Fig. 1: run 1, sequential cells coloured by netlist name
The bar under the picture is 20 µm long. Other sequential cells in the stronger grey, the rest of the logic in the fainter grey.
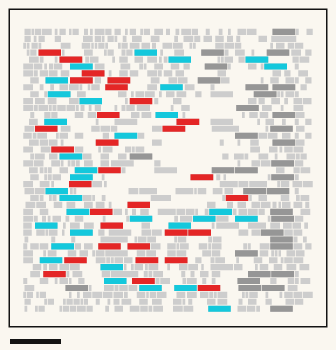
Fig. 2: run 1, signal wires on met3
The bar under the picture is 20 µm long.
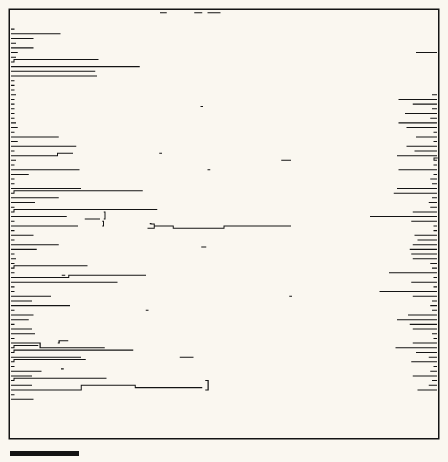
Fig. 3: run 1, cell density map
12 x 12 tiles, from white (low) to dark blue (high), 0 to 100% covered.
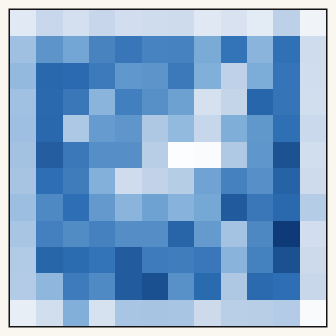
## src/rtl/if_stage.sv

```systemverilog
// Instruction-fetch stage: PC register, next-PC select and IF/ID register.
// Optional misaligned-redirect trap enabled by defining IF_MISALIGN_TRAP_EN.
module if_stage #(
   parameter logic [31:0] RESET_PC   = 32'h0000_0000,
   parameter logic [31:0] EXC_VECTOR = 32'h0000_0080,
   parameter logic [31:0] NOP_INSTR  = 32'h0000_0000
) (
   input  logic        clk,
   input  logic        rst_n,
   input  logic        stall_i,
   input  logic        redirect_i,
   input  logic [31:0] redirect_pc_i,
   input  logic [31:0] pc_plus4_i,
   input  logic [31:0] imem_rdata_i,
   output logic [31:0] pc_o,
   output logic [31:0] imem_addr_o,
   output logic [31:0] if_id_instr_o,
   output logic [31:0] if_id_pc_plus4_o,
   output logic        if_id_valid_o,
   output logic        exc_o,
   output logic [31:0] epc_o
);

   logic [31:0] pc_q, pc_d;
   logic [31:0] instr_q, instr_d;
   logic [31:0] pp4_q, pp4_d;
   logic        valid_q, valid_d;

   always_comb begin
      pc_d    = pc_q;
      instr_d = instr_q;
      pp4_d   = pp4_q;
      valid_d = valid_q;
      if (redirect_i) begin
         pc_d    = {redirect_pc_i[31:2], 2'b00};
         instr_d = NOP_INSTR;
         pp4_d   = 32'h0;
         valid_d = 1'b0;
      end else if (!stall_i) begin
         pc_d    = pc_plus4_i;
         instr_d = imem_rdata_i;
         pp4_d   = pc_plus4_i;
         valid_d = 1'b1;
      end
`ifdef IF_MISALIGN_TRAP_EN
      if (redirect_i && (redirect_pc_i[1:0] != 2'b00)) begin
         pc_d = EXC_VECTOR;
      end
`endif
   end

   always_ff @(posedge clk or negedge rst_n) begin
      if (!rst_n) begin
         pc_q    <= RESET_PC;
         instr_q <= NOP_INSTR;
         pp4_q   <= 32'h0;
         valid_q <= 1'b0;
      end else begin
         pc_q    <= pc_d;
         instr_q <= instr_d;
         pp4_q   <= pp4_d;
         valid_q <= valid_d;
      end
   end

`ifdef IF_MISALIGN_TRAP_EN
   logic        exc_q, exc_d;
   logic [31:0] epc_q, epc_d;

   // exc is a one-cycle pulse; epc sticks until the next trap
   always_comb begin
      exc_d = 1'b0;
      epc_d = epc_q;
      if (redirect_i && (redirect_pc_i[1:0] != 2'b00)) begin
         exc_d = 1'b1;
         epc_d = redirect_pc_i;
      end
   end

   always_ff @(posedge clk or negedge rst_n) begin
      if (!rst_n) begin
         exc_q <= 1'b0;
         epc_q <= 32'h0;
      end else begin
         exc_q <= exc_d;
         epc_q <= epc_d;
      end
   end

   assign exc_o = exc_q;
   assign epc_o = epc_q;
`else
   logic unused_ok;
   assign unused_ok = ^{EXC_VECTOR, redirect_pc_i[1:0]};
   assign exc_o = 1'b0;
   assign epc_o = 32'h0;
`endif

   assign pc_o             = pc_q;
   assign imem_addr_o      = pc_q;
   assign if_id_instr_o    = instr_q;
   assign if_id_pc_plus4_o = pp4_q;
   assign if_id_valid_o    = valid_q;

endmodule

```

## config.mk

```make
export PLATFORM = sky130hd
export DESIGN_NAME = if_stage
export DESIGN_NICKNAME = d
export VERILOG_FILES = /design/src/rtl/if_stage.sv
export SDC_FILE = /design/constraint.sdc
export NUM_CORES = 1
export LEC_CHECK = 0
export ABC_CLOCK_PERIOD_IN_PS = 800
export CAP_MARGIN = 0
export CORE_MARGIN = 5
export CORE_UTILIZATION = 35
export DETAILED_ROUTE_END_ITERATION = 16
export GPL_TIMING_DRIVEN = 0
export PLACE_DENSITY_LB_ADDON = 0.2
export SYNTH_ARGS = -nofsm -noshare
export SYNTH_HDL_FRONTEND = slang
export SYNTH_SLANG_ARGS = --single-unit
```

## constraint.sdc

```tcl
create_clock -name clk -period 0.8 [get_ports clk]
set_clock_uncertainty 0.05 [all_clocks]
set_input_delay 0.12 -clock clk [delete_from_list [all_inputs] [get_ports clk]]
set_output_delay 0.12 -clock clk [all_outputs]
set_load 0.01 [all_outputs]
```

==> results.cfg, run 1 <==
; yosys + openroad results
[outcome]
status = finished, violations left
violations = negative hold slack, negative setup slack

[critical_path]
cp_num_buf_inv = 2
critPathCaptureType = output pin
crit_end = pc_o[23]
cp_slowest_stage_delay_ns = 0.43
crit_path_start = imem_addr_o[23]$_DFFE_PN0P_
critPathMaxFanout = 3
rr_endpoint = imem_addr_o[20]$_DFFE_PN0P_
critPathTopFamily = flip-flops
critPathLaunchType = flip-flop
criticalPathCategory = reg2out
r2r_cells = 4
cpMaxStageDelayCell = dfrtp_1
cp.depth = 2

[global_route]
grt_pass1_vias = 4208
grt_max_degree = 56
grt_use_total_pct = 18.0
grt_pass1_wl_mm = 22.6
overflow = 0
grtUsageMet2_pct = 30.2

[power]
p_int_mw = 10.3
power.density_nw_per_um2 = 1750
vdd_drop_max_v = 0.00115
power_frac_clock_pct = 36.0
power.switching_mw = 3.43
power_frac_seq_pct = 39.5
maxPowerGroup = sequential cells

[cells_and_area]
sh_seq_area_pct = 30.3
fin_cells = 896
sh_comb_area_pct = 20.3
area_share_nonclk_buffers_pct = 42.2
drive_gt1_share_pct = 38.7
synthToLayoutAreaGrowth_pct = 72.0
n_all_inverters = 1
clkCellAreaFrac_pct = 4.41
mi_logic_area_um2 = 1590
nets = 819
seq_cells = 95
fillers = 1116
layout.non_clock_buffers = 360

[place]
pre_cts_ws_ns = -0.411
postPlaceCellArea_um2 = 7180
dpl.cell_count = 837
port_buffers = 224

[sta]
setup_ws_ns = -0.379
finalSetupViolCount = 189
final.min_clock_period_ns = 1.18
rsz0062_at_grt = yes
setup_tns_ns = -38.07
final-hold-violation-count = 40
worst-slew-pin-transition_ns = 0.597
whs_ns = -0.274
fmax_mhz = 848
relSlewSlack_pct = 60.2

[drt]
top_layer = met4
drtIter0Drc = 118
wire_per_inst_um = 16.0
wl_met3_mm = 1.23
vias_per_cell = 4.37
wl_met2_mm = 7.02
drt-pass1-iter-count = 4

[floorplan]
die_width_um = 124
well_tap_count = 172
io_pins = 262
die_h_um = 124
die_area_um2 = 15400

[yosys]
synth-cells-yosys = 408
ys_chip_area_um2 = 4570
simple_gate_area_share_pct = 7.73
most_common_cell = dfrtp_1
mux_share_pct = 20.6
synth-compound-area-share_pct = 3.40
synth-edff-count = 0
top_cells_by_area = dfrtp_1, mux2i_1, buf_4, nor2_1, o21ai_0
top_area_cell = dfrtp_1
ff_type = dfrtp_1
synth.cellmix.adderShare_pct = 0
top_area_share_pct = 52.1
common_cells = dfrtp_1, mux2i_1, buf_4
numSynthFlops = 95
syn-instance-count = 408
netlist_area_um2 = 4570
xor_share_pct = 0

[job]
cap_violations = 0

[clock_tree]
clk_path_buf_depth = 2
clock.latency.late_pin_ns = 0.33
cts-buffers-inserted = 9

[worst_hold_path]
hold_path_class = in2async
Back to the opening pictures, Fig. 1:
red -> if_id_pc_plus4_o  # placed flops 30
cyan -> imem_addr_o  # placed flops 32
not coloured = 33
Layout Utilization: 61.7%
flip-flop and latch power: 5.41 mW

Back to the opening pictures, Fig. 2:
nets with wire on the layer = 156
longest straight run = 41.4 µm
wire length on this layer = 1230 µm
main direction = horizontal
WL final: 14.4 mm
grt met3 use: 6.60%
overall via count from detail_route: 3919

Back to the opening pictures, Fig. 3:
mean over tiles = 50%
nearly empty tiles = 0.70%
fullest tile = 96%
core footprint: 12700 µm²
Initial Util: 35.9%

--- run 2 (diff from run 1) ---
--- a/config.mk
+++ b/config.mk
@@ -7,9 +7,11 @@
 export LEC_CHECK = 0
 export ABC_CLOCK_PERIOD_IN_PS = 800
 export CAP_MARGIN = 0
+export CORE_ASPECT_RATIO = 0.8
 export CORE_MARGIN = 5
 export CORE_UTILIZATION = 35
 export DETAILED_ROUTE_END_ITERATION = 16
+export DONT_BUFFER_PORTS = 1
 export GPL_TIMING_DRIVEN = 0
 export PLACE_DENSITY_LB_ADDON = 0.2
 export SYNTH_ARGS = -nofsm -noshare
Fig. 4: run 2, sequential cells coloured by netlist name
The bar under the picture is 50 µm long. Other sequential cells in the stronger grey, the rest of the logic in the fainter grey.
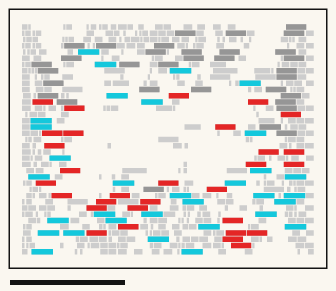
red -> if_id_pc_plus4_o  # placed flops 30
cyan -> imem_addr_o  # placed flops 32
register area: 2420 µm²
Layout Utilization: 49.5%
flip-flop and latch power: 5.66 mW
sequential share of cell area: 38.1%

==> results.cfg, run 2 <==
; yosys + openroad results
[power]
power.switching_mw = 3.12
maxPowerGroup = sequential cells
power.density_nw_per_um2 = 1920
p_int_mw = 9.09

[floorplan]
fp.coreArea_um2 = 12800
well_tap_count = 175
die_h_um = 112
die_area_um2 = 15400

[cells_and_area]
area_share_nonclk_buffers_pct = 28.5
fin_cells = 725

[sta]
fmax_mhz = 902
setup_ws_ns = -0.309
finalSetupViolCount = 188
final-hold-violation-count = 95
relSlewSlack_pct = 60.4
whs_ns = -0.583

[clock_tree]
clock.latency.late_pin_ns = 0.34

[critical_path]
cpMaxStageDelayCell = dfrtp_2
critPathMaxFanout = 4
critPathLaunchType = flip-flop

[yosys]
simple_gate_area_share_pct = 7.73
synth-edff-count = 0
xor_share_pct = 0
ys_chip_area_um2 = 4570
top_area_share_pct = 52.1
netlist_area_um2 = 4570
common_cells = dfrtp_1, mux2i_1, buf_4

[global_route]
overflow = 0
grt_pass1_vias = 3659
grt_use_total_pct = 16.4

[outcome]
violations = negative hold slack, negative setup slack
status = finished, violations left

[drt]
wl_met2_mm = 6.32
top_layer = met4
vias_per_cell = 4.49
drt_wl_total_mm = 12.9

[worst_hold_path]
hold_path_class = in2async
Power and IR drop assume default switching activity.
